### src/rtl/ring_controller_stage3_wbq.sv
// Ring controller stage 3: applies fill responses addressed to this node,
// wakes waiting threads, queues writebacks and drives the registered ring output.

package ring_controller_stage3_wbq_pkg;

    localparam int CACHE_LINE_BITS  = 64;
    localparam int CACHE_LINE_BYTES = CACHE_LINE_BITS / 8;
    localparam int THREADS_PER_CORE = 4;
    localparam int THREAD_IDX_BITS  = $clog2(THREADS_PER_CORE);
    localparam int L1D_WAYS         = 4;
    localparam int L1D_SETS         = 16;
    localparam int NODE_BITS        = 2;
    localparam int CACHE_TYPE_BITS  = 2;
    localparam int SET_LSB          = $clog2(CACHE_LINE_BYTES);
    localparam int SET_BITS         = $clog2(L1D_SETS);

    typedef logic [31:0]                    scalar_t;
    typedef logic [$clog2(L1D_WAYS)-1:0]    l1d_way_idx_t;
    typedef logic [SET_BITS-1:0]            l1d_set_idx_t;
    typedef logic [CACHE_LINE_BITS-1:0]     cache_line_data_t;

    typedef enum logic [1:0] {
        PKT_READ_SHARED      = 2'd0,
        PKT_WRITE_INVALIDATE = 2'd1,
        PKT_FLUSH            = 2'd2,
        PKT_L2_WRITEBACK     = 2'd3
    } ring_packet_type_t;

    typedef struct packed {
        logic                       valid;
        logic                       ack;
        logic [NODE_BITS-1:0]       dest_node;
        ring_packet_type_t          packet_type;
        logic [CACHE_TYPE_BITS-1:0] cache_type;
        scalar_t                    address;
        cache_line_data_t           data;
    } ring_packet_t;

endpackage

module ring_controller_stage3_wbq
    import ring_controller_stage3_wbq_pkg::*;
#(
    parameter int NODE_ID       = 0,
    parameter int NUM_L1        = 2,
    parameter int WB_FIFO_DEPTH = 4
) (
    input  logic                                        clk,
    input  logic                                        reset,
    input  ring_packet_t                                rc2_packet,
    input  logic                                        rc2_need_writeback,
    input  scalar_t                                     rc2_evicted_line_addr,
    input  l1d_way_idx_t                                rc2_fill_way_idx,
    input  logic [NUM_L1-1:0][THREAD_IDX_BITS-1:0]      rc2_miss_entry,
    input  cache_line_data_t                            dd_ddata_read_data,
    output logic [NUM_L1-1:0]                           rc_update_en,
    output l1d_way_idx_t                                rc_update_way,
    output l1d_set_idx_t                                rc_update_set,
    output cache_line_data_t                            rc_update_data,
    output logic [NUM_L1-1:0]                           rc3_wake,
    output logic [NUM_L1-1:0][THREAD_IDX_BITS-1:0]      rc3_wake_entry,
    output logic                                        rc3_wb_stall,
    output logic                                        rc3_wb_overflow,
    output ring_packet_t                                packet_out
);

    localparam int PTR_W = $clog2(WB_FIFO_DEPTH);
    localparam int CNT_W = $clog2(WB_FIFO_DEPTH + 1);

    // Queue storage: address and line data of each pending writeback
    scalar_t          wbAddr_q [WB_FIFO_DEPTH];
    cache_line_data_t wbData_q [WB_FIFO_DEPTH];

    logic [PTR_W-1:0] head_q, head_d;
    logic [PTR_W-1:0] tail_q, tail_d;
    logic [CNT_W-1:0] fifoCount_q, fifoCount_d;
    logic             overflow_q, overflow_d;
    ring_packet_t     packetOut_q, packetOut_d;

    logic ackForMe;
    logic slotFree;
    logic fifoEmpty;
    logic fifoFull;
    logic doDeq;
    logic doBypass;
    logic wantEnq;
    logic overflowEvent;
    logic doEnq;

    // Pointers wrap at the queue depth, which need not be a power of two
    function automatic logic [PTR_W-1:0] nextPtr(input logic [PTR_W-1:0] p);
        return (32'(p) == WB_FIFO_DEPTH - 1) ? '0 : p + PTR_W'(1);
    endfunction

    // Builds a writeback packet in the form used by both bypass and queued injection
    function automatic ring_packet_t makeWb(input scalar_t addr, input cache_line_data_t data);
        ring_packet_t p;
        p             = '0;
        p.valid       = 1'b1;
        p.packet_type = PKT_L2_WRITEBACK;
        p.address     = addr;
        p.data        = data;
        return p;
    endfunction

    // Decide whether the incoming response is ours and how the outgoing slot is used
    always_comb begin
        ackForMe      = rc2_packet.valid && rc2_packet.ack
                        && (32'(rc2_packet.dest_node) == NODE_ID)
                        && (32'(rc2_packet.cache_type) < NUM_L1);
        slotFree      = !rc2_packet.valid || ackForMe;
        fifoEmpty     = (fifoCount_q == '0);
        fifoFull      = (fifoCount_q == CNT_W'(WB_FIFO_DEPTH));
        doDeq         = slotFree && !fifoEmpty;
        doBypass      = slotFree && fifoEmpty && rc2_need_writeback;
        wantEnq       = rc2_need_writeback && !doBypass;
        overflowEvent = wantEnq && fifoFull && !doDeq;
        doEnq         = wantEnq && !overflowEvent;
    end

    // Fill and wake outputs follow stage 2 with no register in between
    always_comb begin
        rc_update_en = '0;
        for (int c = 0; c < NUM_L1; c++) begin
            rc_update_en[c] = ackForMe && (32'(rc2_packet.cache_type) == c);
        end
        rc3_wake       = rc_update_en;
        rc3_wake_entry = rc2_miss_entry;
        rc_update_way  = rc2_fill_way_idx;
        rc_update_set  = rc2_packet.address[SET_LSB +: SET_BITS];
        rc_update_data = rc2_packet.data;
    end

    // Next ring slot contents plus queue pointer, count and error-flag updates
    always_comb begin
        head_d      = head_q;
        tail_d      = tail_q;
        fifoCount_d = fifoCount_q;
        overflow_d  = overflow_q || overflowEvent;
        packetOut_d = '0;

        if (rc2_packet.valid && !ackForMe) begin
            packetOut_d = rc2_packet;
        end else if (doDeq) begin
            packetOut_d = makeWb(wbAddr_q[head_q], wbData_q[head_q]);
        end else if (doBypass) begin
            packetOut_d = makeWb(rc2_evicted_line_addr, dd_ddata_read_data);
        end

        if (doDeq) begin
            head_d = nextPtr(head_q);
        end
        if (doEnq) begin
            tail_d = nextPtr(tail_q);
        end

        case ({doEnq, doDeq})
            2'b10:   fifoCount_d = fifoCount_q + CNT_W'(1);
            2'b01:   fifoCount_d = fifoCount_q - CNT_W'(1);
            default: fifoCount_d = fifoCount_q;
        endcase
    end

    // Control state register; reset discards the queue by clearing pointers and count
    always_ff @(posedge clk) begin
        if (reset) begin
            head_q      <= '0;
            tail_q      <= '0;
            fifoCount_q <= '0;
            overflow_q  <= 1'b0;
            packetOut_q <= '0;
        end else begin
            head_q      <= head_d;
            tail_q      <= tail_d;
            fifoCount_q <= fifoCount_d;
            overflow_q  <= overflow_d;
            packetOut_q <= packetOut_d;
        end
    end

    // Queue payload write at the tail; stale entries are harmless once pointers reset
    always_ff @(posedge clk) begin
        if (doEnq && !reset) begin
            wbAddr_q[tail_q] <= rc2_evicted_line_addr;
            wbData_q[tail_q] <= dd_ddata_read_data;
        end
    end

    assign rc3_wb_stall    = (fifoCount_q >= CNT_W'(WB_FIFO_DEPTH - 2));
    assign rc3_wb_overflow = overflow_q;
    assign packet_out      = packetOut_q;

    // A writeback arriving at a full queue with no free slot is lost
    wbQueueNoOverflow: assert property (@(posedge clk) disable iff (reset) !overflowEvent)
        else $warning("writeback queue full, entry dropped");

endmodule

### config.mk
export PLATFORM = sky130hd
export DESIGN_NAME = ring_controller_stage3_wbq
export DESIGN_NICKNAME = d
export VERILOG_FILES = /design/src/rtl/ring_controller_stage3_wbq.sv
export SDC_FILE = /design/constraint.sdc
export NUM_CORES = 1
export LEC_CHECK = 0
export ABC_AREA = 1
export CELL_PAD_IN_SITES_DETAIL_PLACEMENT = 1
export CELL_PAD_IN_SITES_GLOBAL_PLACEMENT = 2
export CORE_ASPECT_RATIO = 1.1
export CORE_UTILIZATION = 36
export DETAILED_ROUTE_END_ITERATION = 16
export GPL_TIMING_DRIVEN = 0
export PLACE_DENSITY = 0.91
export REMOVE_ABC_BUFFERS = 1
export SLEW_MARGIN = 20
export SYNTH_ARGS = -nofsm -noshare
export SYNTH_HDL_FRONTEND = slang
export SYNTH_SLANG_ARGS = --single-unit
export TNS_END_PERCENT = 5
### constraint.sdc
create_clock -name clk -period 15 [get_ports clk]
set_clock_uncertainty 0.05 [all_clocks]
set_input_delay 3 -clock clk [delete_from_list [all_inputs] [get_ports clk]]
set_output_delay 3 -clock clk [all_outputs]
set_load 0.02 [all_outputs]
### Drive-strength map, run 1

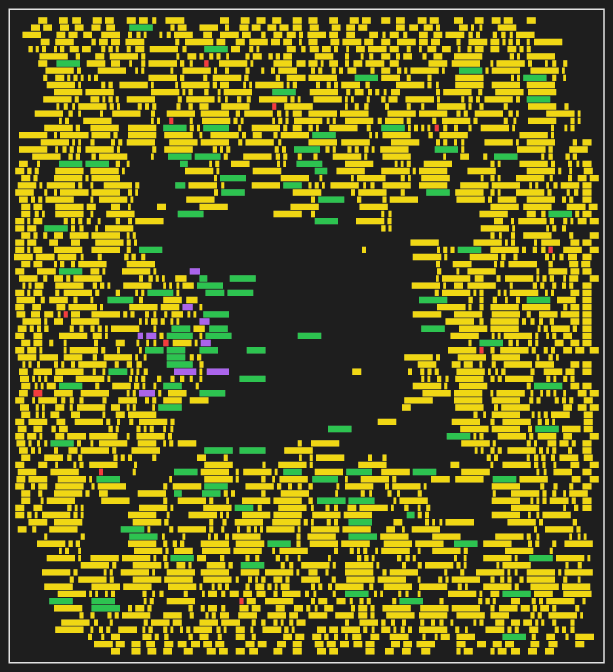
[green] x6 and larger | cells: 101 | most used: clkbuf_16
[purple] x3 and x4 | cells: 9 | most used: nor2_4
[red] x2 | cells: 11 | most used: clkinv_2
[yellow] x1 and smaller | cells: 1943 | most used: edfxtp_1
area grow syn2layout: 31.7%
Non-Clock Buffer Count: 415
PnR worst setup slack: 7.11 ns

### Cell outlines without signal wires, run 1

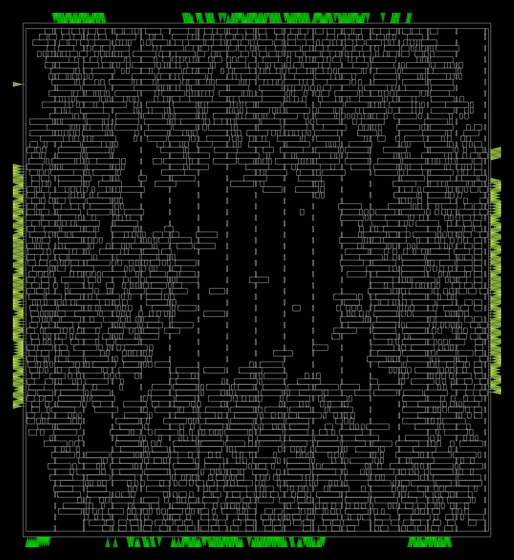
flop share of the area: 53.2%
Rows: 89
final core utilization: 48.2%
Fill cells: 5713

### Routed clock nets over the placement, run 1

Scale bar: 50 um.
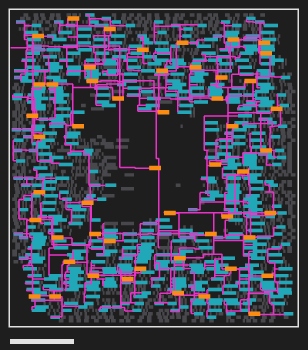
[magenta] clock wires | length: 6170 um
[cyan] flip-flops | count: 498
[orange] clock-net drivers | count: 51
flops lie: widely spread
routed clock nets: 52
Clock power frac: 38.4%
Clock Power: 1.29 mW
clock latency at the later pin of the worst-skew pair: 0.58 ns

==> run_results.csv, run 1 <==
group,metric,value,unit
logic_synthesis,netlist_instances,1746,
logic_synthesis,synth_adder_area_share,0.419,%
worst_setup_path,end_kind,"primary output",
placement,io_buffers,380,
logic_synthesis,simple_gate_share,8.54,%
clocking,cts_buffers,51,
clocking,root_buffer,"clkbuf_16",
placement,hpwl,35700,um
final_timing,finalSetupViolCount,0,
clocking,htree_num_levels,2,
clocking,clkTransAtPathRegs,0.06,ns
final_timing,worst_pin_slew,0.764,ns
logic_synthesis,async_flop_share,0,%
worst_setup_path,endpoint,"rc_update_en[0]",
logic_synthesis,logic_family,"AND-OR/OR-AND gates",
power_and_ir_drop,p_total,3.36,mW
flow_run,warning_count,30,
worst_setup_path,cp-start-kind,"primary input",
drt,first_pass_iters,4,
drt,drt-vias-per-instance,5.15,
drt,totalWireLength,56800,um
final_timing,fin_tns_setup,0,ns
worst_setup_path,crit_type,"in2out",
final_timing,fmax,127,MHz
cells_and_area,mostFrequentLayoutCells,"384 x edfxtp_1, 380 x clkdlybuf4s50_1, 337 x o21ai_0, 306 x nor2_1, 198 x a21oi_1",
drt,drc,0,
global_route,grt_start_max_net_pins,108,
floorplanning,core-area,53900,um^2
drt,wl_per_cell,20.3,um
logic_synthesis,ys_cells,1746,
power_and_ir_drop,p_leak,8.80,nW
logic_synthesis,yosysUniqueCellTypes,22,
worst_setup_path,path_max_fanout,4,
worst_setup_path,r2r_start,"fifoCount_q[0]",
logic_synthesis,ff_type,"edfxtp_1",
clocking,cts_num_sinks,498,
power_and_ir_drop,pwr-share-seq,46.8,%
power_and_ir_drop,p_sw,0.845,mW
clocking,hold_buffers,0,
logic_synthesis,compound_area_share,14.9,%
logic_synthesis,ys_sh_xor,0,%
cells_and_area,layout-drive-gt1-share,5.86,%
floorplanning,dieWidth,225,um
cells_and_area,layout_top_cell,"edfxtp_1",
logic_synthesis,yosysWarningCount,0,
final_timing,finalHoldViolCount,0,
worst_setup_path,rr_endpoint,"wbData_q[2][41]",
placement,place_congestion,0.700,
logic_synthesis,yosys_area,19700,um^2
global_route,overflow,0,
logic_synthesis,edf_count,384,
logic_synthesis,synth_area_per_cell,11.3,um^2
run_status,status,"finished, final reports clean",
drt,drtIter0Drc,884,
global_route,antenna_found_initial,2,
final_timing,rsz0062_at_grt,"no",
worst_setup_path,startpoint,"rc2_packet[103]",
logic_synthesis,ys_seq_share,70.1,%
min_path,min_path_type,"reg2reg",
clocking,cts_setup_buffers,0,
final_timing,min_period_over_period,52.6,%
drt,ant_nets,0,
global_route,grt_pass1_wl,87100,um
worst_setup_path,reg2reg_slack,11.50,ns
global_route,gr-usage-all-layers,20.2,%
power_and_ir_drop,powerDensity,129,nW/um^2
cells_and_area,final_nets,2237,
worst_setup_path,cp.arrival,4.84,ns
worst_setup_path,cp_data_required_time,11.95,ns
global_route,grt_pass1_vias,15500,
power_and_ir_drop,swShare,25.2,%
worst_setup_path,reg2regPathDepth,10,
final_timing,drv_slew,0,
clocking,post_cts_resized,0,
logic_synthesis,mux_area_share,0,%
floorplanning,ios,393,
clocking,cts.path.max_buffers,3,
logic_synthesis,syn-cell-area,19700,um^2
final_timing,fin_crit,7.89,ns
power_and_ir_drop,cellInternalPower,2.51,mW
flow_run,max_cap_viol_count,0,
floorplanning,die_h,247,um
power_and_ir_drop,peakVddDrop,0.0000778,V
drt,vias,14400,
## run 1: power by group through the flow
stage | Sequential (mW) | Combinational, mW | Clock (mW)
after floorplan | 1.64 | 0.173 | 0
after global placement | 1.63 | 0.450 | 0
after detailed placement | 1.60 | 0.503 | 0
after CTS | 1.57 | 0.507 | 1.32
after global routing | 1.58 | 0.545 | 1.37
final | 1.57 | 0.498 | 1.29
## run 1: Yosys cell counts, drive strengths merged, types with 3 or more instances
library cell | count | area, um^2
a21oi | 198 | 991
buf | 125 | 852
clkbuf | 67 | 251
dfxtp | 114 | 2280
edfxtp | 384 | 11500
ha | 5 | 62.6
inv | 27 | 101
nand2 | 115 | 437
nand3 | 8 | 45.0
nand4 | 3 | 18.8
nor2 | 311 | 1170
o21ai | 387 | 1940
## run 1: flip-flops by register name (all words and copies together) (netlist names), named ones only
signal / count
fifoCount_q: 3
head_q: 2
packet_out: 104
rc3_wb_overflow: 1
tail_q: 2
wbAddr_q: 128
wbData_q: 256
## run 1: final cells by class
type | instances | area, um^2 | area share (%)
flip-flops and latches | 498 | 13800 | 53.2
multi-input cells | 1029 | 4750 | 18.3
clock buffers | 61 | 1320 | 5.10
inverters | 27 | 116 | 0.448
repair buffers | 415 | 4670 | 18.0
clock inverters | 34 | 364 | 1.40
well taps | 728 | 911 | 3.51
## run 1: critical path, cell delays in order
cell and delay (ns):
clkdlybuf4s50_1 0.65, nand2_1 0.10, inv_1 0.08, nand3_2 0.18, nor2_1 0.20, clkdlybuf4s50_1 0.63
## run 1: cells by family after synthesis
logic type / after synthesis
AND-OR/OR-AND: 585
adder cells (fa/ha/maj): 6
buffers and inverters: 219
flip-flops: 498
AND/OR/NAND/NOR: 438
## run 1: stage by stage
step	hold slack [ns]	cells	worst slack (ns)	cell area (um^2)	util [%]
floorplan	0.376	1554	5.00	18600	-
global placement	0.390	2662	-2.32	23300	43.3
detailed placement	0.400	2697	7.10	24300	45.0
CTS	0.417	2792	7.08	26000	48.2
global route	0.438	2792	6.99	26000	48.2
finish	0.425	2792	7.11	26000	48.2
## run 1: worst min path at each step
stage / from / endpoint / cells past startpoint
2_1_floorplan: fifoCount_q[0] / fifoCount_q[0] / 1
3_3_place_gp: fifoCount_q[0] / fifoCount_q[0] / 1
3_5_place_dp: fifoCount_q[0] / fifoCount_q[0] / 1
4_1_cts: fifoCount_q[0] / fifoCount_q[0] / 1
5_1_grt: fifoCount_q[0] / fifoCount_q[0] / 1
6_report: fifoCount_q[0] / fifoCount_q[0] / 1
## run 1: metal layers
metal  part of all wire (%)  global-route usage, %  routed length (um)  up-vias
met5                  0.028                      0                  16        -
met3                    4.5                   3.92                2560       92
met2                     52                   36.5               29500      357
li1                       -                      -                   -     6642
met1                     41                   24.4               23500     7295
met4                    2.3                   5.82                1290        2
## Run 2: what changed since run 1
CORE_UTILIZATION = 30   (was 36)
PLACE_DENSITY = 0.82   (was 0.91)
clock period = 6.6 ns   (was 15 ns; I/O delays follow)
==> run 2 against run 1 <==
  * First-iteration DRC count down 15%
  * Synthesized cell count unchanged
  * Combinational power up 120%
  * Largest power group unchanged
  * Hold slack worse by 0.013 ns
==> run_results.csv, run 2 <==
group,metric,value,unit
placement,place_ws,0.780,ns
drt,ant_nets,0,
final_timing,drv_slew,0,
drt,drc,0,
clocking,root_buffer,"clkbuf_16",
logic_synthesis,top_area_share,58.5,%
global_route,overflow,0,
power_and_ir_drop,cellInternalPower,5.79,mW
final_timing,fin_crit,5.18,ns
logic_synthesis,common_cells,"384 x edfxtp_1, 337 x o21ai_0, 310 x nor2_1",
worst_setup_path,cp-start-kind,"primary input",
power_and_ir_drop,swShare,25.0,%
drt,vias,14100,
cells_and_area,final_nets,2235,
final_timing,finalHoldViolCount,0,
logic_synthesis,synth_area_per_cell,11.3,um^2
placement,place_area,24300,um^2
clocking,cts.path.max_buffers,3,
logic_synthesis,yosysUniqueCellTypes,22,
final_timing,fmax,193,MHz
cells_and_area,mostFrequentLayoutCells,"384 x edfxtp_1, 380 x clkdlybuf4s50_1, 337 x o21ai_0, 306 x nor2_1, 198 x a21oi_1",
global_route,gr-usage-all-layers,16.3,%
cells_and_area,synthToLayoutAreaGrowth,32.3,%
cells_and_area,layout_top_cell,"edfxtp_1",
logic_synthesis,largest_area_cell,"edfxtp_1",
drt,first_pass_iters,4,
clocking,post_cts_resized,0,
cells_and_area,regMostFlops,"wbData_q",
logic_synthesis,yosys.cell_count.top_type,"edfxtp_1",
logic_synthesis,netlist_instances,1746,
logic_synthesis,top_cells_by_area,"edfxtp_1 58%, dfxtp_1 12%, o21ai_0 8.6%",
floorplanning,num_rows,98,
logic_synthesis,syn-cell-area,19700,um^2
run_status,status,"finished, final reports clean",
logic_synthesis,ff_type,"edfxtp_1",
logic_synthesis,async_flop_share,0,%
final_timing,worst_pin_slew,0.742,ns
flow_run,max_cap_viol_count,0,
logic_synthesis,yosys_area,19700,um^2
final_timing,min_period_over_period,78.5,%
clocking,cts_setup_buffers,0,
final_timing,rsz0062_at_grt,"no",
final_timing,finalSetupViolCount,0,
drt,drt-vias-per-instance,4.86,
worst_setup_path,cp_data_required_time,6.81,ns
clocking,clkTransAtPathRegs,0.06,ns
logic_synthesis,edf_count,384,
clocking,hold_buffers,0,
drt,totalWireLength,54900,um
worst_setup_path,cp.arrival,5.39,ns
cells_and_area,design_area,26100,um^2
clocking,cts_num_sinks,498,
floorplanning,die_h,271,um
power_and_ir_drop,p_leak,8.78,nW
final_timing,fin_ws,1.42,ns
clocking,htree_num_levels,2,
cells_and_area,layout-drive-gt1-share,6.21,%
power_and_ir_drop,powerDensity,296,nW/um^2
global_route,grt_pass1_vias,15400,
global_route,grt_pass1_wl,85700,um
min_path,min_path_type,"reg2reg",
clocking,cts_buffers,52,
drt,wl_per_cell,18.9,um
worst_setup_path,crit_type,"in2reg",
logic_synthesis,yosysWarningCount,0,
run 2: netlist changes by cell type in the layout (fill, tap and decap cells not counted), sizes merged:
cell      before  now
clkinv        23   20
inv           30   27
clkbuf        61   65
clkinvlp       0    4
bufinv         8    7
buf           35   32
run 2: kinds of logic after synthesis:
logic type	Yosys count	share of synthesized area [%]
AND-OR/OR-AND	585	14.9
flip-flops	498	70.1
AND/OR/NAND/NOR	438	8.54
buffers and inverters	219	6.11
adder cells (fa/ha/maj)	6	0.419
run 2: worst paths after layout:
check                                      from              to  slack [ns]  cells after the start
worst max register to register   fifoCount_q[0]  wbData_q[2][1]        3.44                      9
worst min register to register   fifoCount_q[0]  fifoCount_q[0]        0.41                      1
worst min-delay path             fifoCount_q[0]  fifoCount_q[0]        0.41                      1
worst max-delay path            rc2_packet[103]  wbData_q[2][1]        1.42                     14
run 2: per-layer routing:
| metal | vias to the layer above | GRT usage [%] | share of wire, % |
|---|---|---|---|
| met5 | - | 0 | 0 |
| met4 | 0 | 3.65 | 1.5 |
| met3 | 56 | 2.89 | 4.4 |
| met2 | 297 | 29.8 | 52 |
| met1 | 7149 | 19.7 | 42 |
| li1 | 6637 | - | - |
run 2: layout make-up:
cell class / instances / area, um^2
clock buffer: 65 / 1450
clock inverter: 31 / 334
fill: 7030 / 38900
inverter: 27 / 116
multi-input combinational: 1029 / 4750
sequential: 498 / 13800
tap: 850 / 1060
timing repair buffer: 412 / 4530
run 2: per-stage QoR:
stage | cells | utilization (%)
2_1_floorplan | 1554 | -
3_3_place_gp | 2784 | 36.1
3_5_place_dp | 2816 | 37.4
4_1_cts | 2912 | 40.1
5_1_grt | 2912 | 40.1
6_report | 2912 | 40.1
run 2: critical path: stages:
cell             delay (ns)
clkdlybuf4s50_1        0.63
nand2_1                0.09
inv_1                  0.08
nand3_2                0.17
nand2_8                0.59
inv_6                  0.41
nand2_1                0.22
nand2_1                0.09
a21oi_1                0.23
nand2_1                0.31
nor2_4                 0.54
buf_16                 0.24
buf_16                 0.18
buf_12                 0.19
run 2: power by group through the flow:
stage               clock [mW]  sequential, mW  combinational [mW]
finish                    3.04            3.57                1.11
global route              3.24            3.58                1.22
CTS                       3.13            3.57                1.14
detailed placement           0            3.64                1.13
global placement             0            3.70                1.02
floorplan                    0            3.74               0.393
### Routed clock nets over the placement, run 2

Scale bar: 50 um.
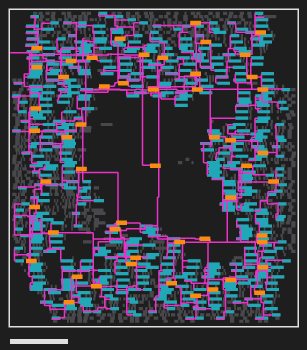
[magenta] clock wires | length: 6280 um
[orange] clock-net drivers | count: 52
[cyan] flip-flops | count: 498
routed clock nets: 53
flops lie: widely spread
Clock power frac: 39.4%
Clock Power: 3.04 mW
clock latency at the later pin of the worst-skew pair: 0.57 ns

## Run 3: what changed since run 2
clock period = 4.75 ns   (was 6.6 ns; I/O delays follow)
### Routed metal per tile, run 3

The die is cut into 25 by 27 equal tiles; dark blue is low, red is high, scaled to the fullest tile. Values are wire area over tile area, all layers added.
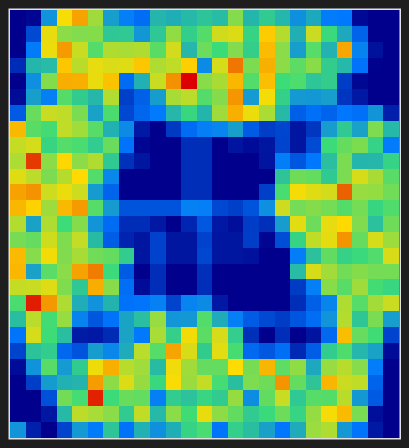
tiles over half the peak: 41%
fullest tile: 0.32
emptiest ninth of the die: center
mean over tiles: 0.13

==> run 3 against run 2 <==
  * Register-to-register slack worse by 1.8 ns
  * Global-route usage unchanged
  * Via count about the same
  * Die area unchanged
  * Wire length down 0.23%
  * Cell count unchanged
  * Clock-buffer cell count unchanged
  * Flip-flop count unchanged
  * Largest cell class unchanged
==> run_results.csv, run 3 <==
group,metric,value,unit
final_timing,fmax,217,MHz
run_status,status,"finished, final reports clean",
clocking,cts_num_sinks,498,
logic_synthesis,ff_type,"edfxtp_1",
drt,totalWireLength,54800,um
floorplanning,die_h,271,um
worst_setup_path,critical-path-top-delay-family,"simple AND/OR/NAND/NOR gates",
cells_and_area,final_util,40.1,%
global_route,grt_pass1_wl,85800,um
worst_setup_path,cp_data_required_time,4.97,ns
logic_synthesis,top_area_share,58.5,%
worst_setup_path,r2r_start,"fifoCount_q[0]",
logic_synthesis,yosysWarningCount,0,
final_timing,finalSetupViolCount,0,
logic_synthesis,ys_cells,1746,
worst_setup_path,reg2reg_slack,1.69,ns
logic_synthesis,top_cells_by_area,"edfxtp_1 58%, dfxtp_1 12%, o21ai_0 8.6%",
worst_setup_path,worst_path_most_repeated_cell,"nand2_1",
worst_setup_path,cp.arrival,4.83,ns
clocking,cts_setup_buffers,0,
logic_synthesis,netlist_instances,1746,
final_timing,drv_slew,0,
placement,place_area,24300,um^2
worst_setup_path,startpoint,"rc2_packet[103]",
cells_and_area,mostFrequentLayoutCells,"384 x edfxtp_1, 380 x clkdlybuf4s50_1, 337 x o21ai_0, 306 x nor2_1, 198 x a21oi_1",
logic_synthesis,common_cells,"384 x edfxtp_1, 337 x o21ai_0, 310 x nor2_1",
worst_setup_path,crit_buf_inv,6,
cells_and_area,layout_top_cell,"edfxtp_1",
global_route,overflow,0,
logic_synthesis,largest_area_cell,"edfxtp_1",
clocking,worst_skew_pair.late_latency,0.57,ns
clocking,root_buffer,"clkbuf_16",
placement,dp_cells,2816,
cells_and_area,design_area,26100,um^2
clocking,cts.path.max_buffers,3,
worst_setup_path,cp-start-kind,"primary input",
final_timing,fin_crit,4.61,ns
logic_synthesis,edf_count,384,
worst_setup_path,cpPeakStageDelay,0.63,ns
drt,vias,14100,
flow_run,max_cap_viol_count,0,
clocking,hold_buffers,0,
cells_and_area,final_nets,2235,
min_path,min_path_type,"reg2reg",
cells_and_area,layout-drive-gt1-share,6.26,%
worst_setup_path,crit_type,"in2reg",
drt,first_pass_iters,5,
logic_synthesis,synth_area_per_cell,11.3,um^2
min_path,min-delay-start,"fifoCount_q[0]",
drt,drc,0,
logic_synthesis,yosys_area,19700,um^2
drt,ant_nets,0,
clocking,clkTransAtPathRegs,0.06,ns
logic_synthesis,async_flop_share,0,%
clocking,cts_buffers,52,
final_timing,worst_pin_slew,0.782,ns
worst_setup_path,path_cells,"clkdlybuf4s50_1 > nand2_1 > inv_1 > nand3_2 > nand2_8 > inv_16 > nand2_1 > nand2_1 > a21oi_1 > nand2_2 > nor2_4 > buf_16 > buf_12 > buf_12",
cells_and_area,synthToLayoutAreaGrowth,32.3,%
global_route,grt_pass1_vias,15400,
cells_and_area,fin_cells,2912,
logic_synthesis,yosys.cell_count.top_type,"edfxtp_1",
power_and_ir_drop,p_leak,8.79,nW
final_timing,finalHoldViolCount,0,
clocking,htree_num_levels,2,
drt,wl_per_cell,18.8,um
power_and_ir_drop,powerDensity,412,nW/um^2
## run 3: routing by layer
layer	part of all wire, %	GRT usage [%]	up-vias
met5	0	0	-
met4	1.5	3.65	0
met3	4.4	2.89	54
met2	52	29.8	312
met1	42	19.7	7139
li1	-	-	6633
## run 3: worst paths after layout
kind,end,cells after the start
max,wbData_q[3][34],14
min,fifoCount_q[0],1
max reg2reg,wbData_q[3][34],9
min reg2reg,fifoCount_q[0],1
## run 3: final cells by class
cell class	instances	area [um^2]
Clock inverter	31	334
Fill cell	7029	38900
Clock buffer	65	1450
Inverter	27	128
Sequential cell	498	13800
Timing Repair Buffer	412	4530
Tap cell	850	1060
Multi-Input combinational cell	1029	4750
## run 3: repair_timing
action,4_1_cts,5_1_grt
setup endpoints to repair,82,142
resized,2,2
pin swaps,0,0
## run 3: per-stage QoR
step                      setup WS [ns]  TNS (ns)  total power [mW]
after detailed placement         -0.700   -168.36              6.62
after floorplan                   -3.20  -1476.20              5.74
after global routing            -0.0399     -2.09              11.2
final                             0.144         0              10.7
after global placement           -10.55  -5019.45              6.56
after CTS                        0.0559         0              10.9
## run 3: cells by family after synthesis
| family | after synthesis | share of synthesized area, % |
|---|---|---|
| buffers and inverters | 219 | 6.11 |
| AND/OR/NAND/NOR | 438 | 8.54 |
| flip-flops | 498 | 70.1 |
| AND-OR/OR-AND | 585 | 14.9 |
| adder cells (fa/ha/maj) | 6 | 0.419 |
## run 3: power by group
part / leakage (nW) / total, mW / switching (mW) / internal [mW]
logic: 3.49 / 1.55 / 0.923 / 0.626
clock network: 0.873 / 4.23 / 1.68 / 2.54
registers: 4.42 / 4.96 / 0.0775 / 4.88
total: 8.79 / 10.7 / 2.68 / 8.05
## run 3: worst register-to-register path, stage by stage, from the launching register on
cell and delay [ns]:
dfxtp_1 0.35, inv_1 0.11, nand3_4 0.44, inv_1 0.14, a21oi_1 0.29, nand2_2 0.23
nor2_4 0.49, buf_16 0.22, buf_12 0.20, buf_12 0.22
Power and IR drop assume default switching activity.
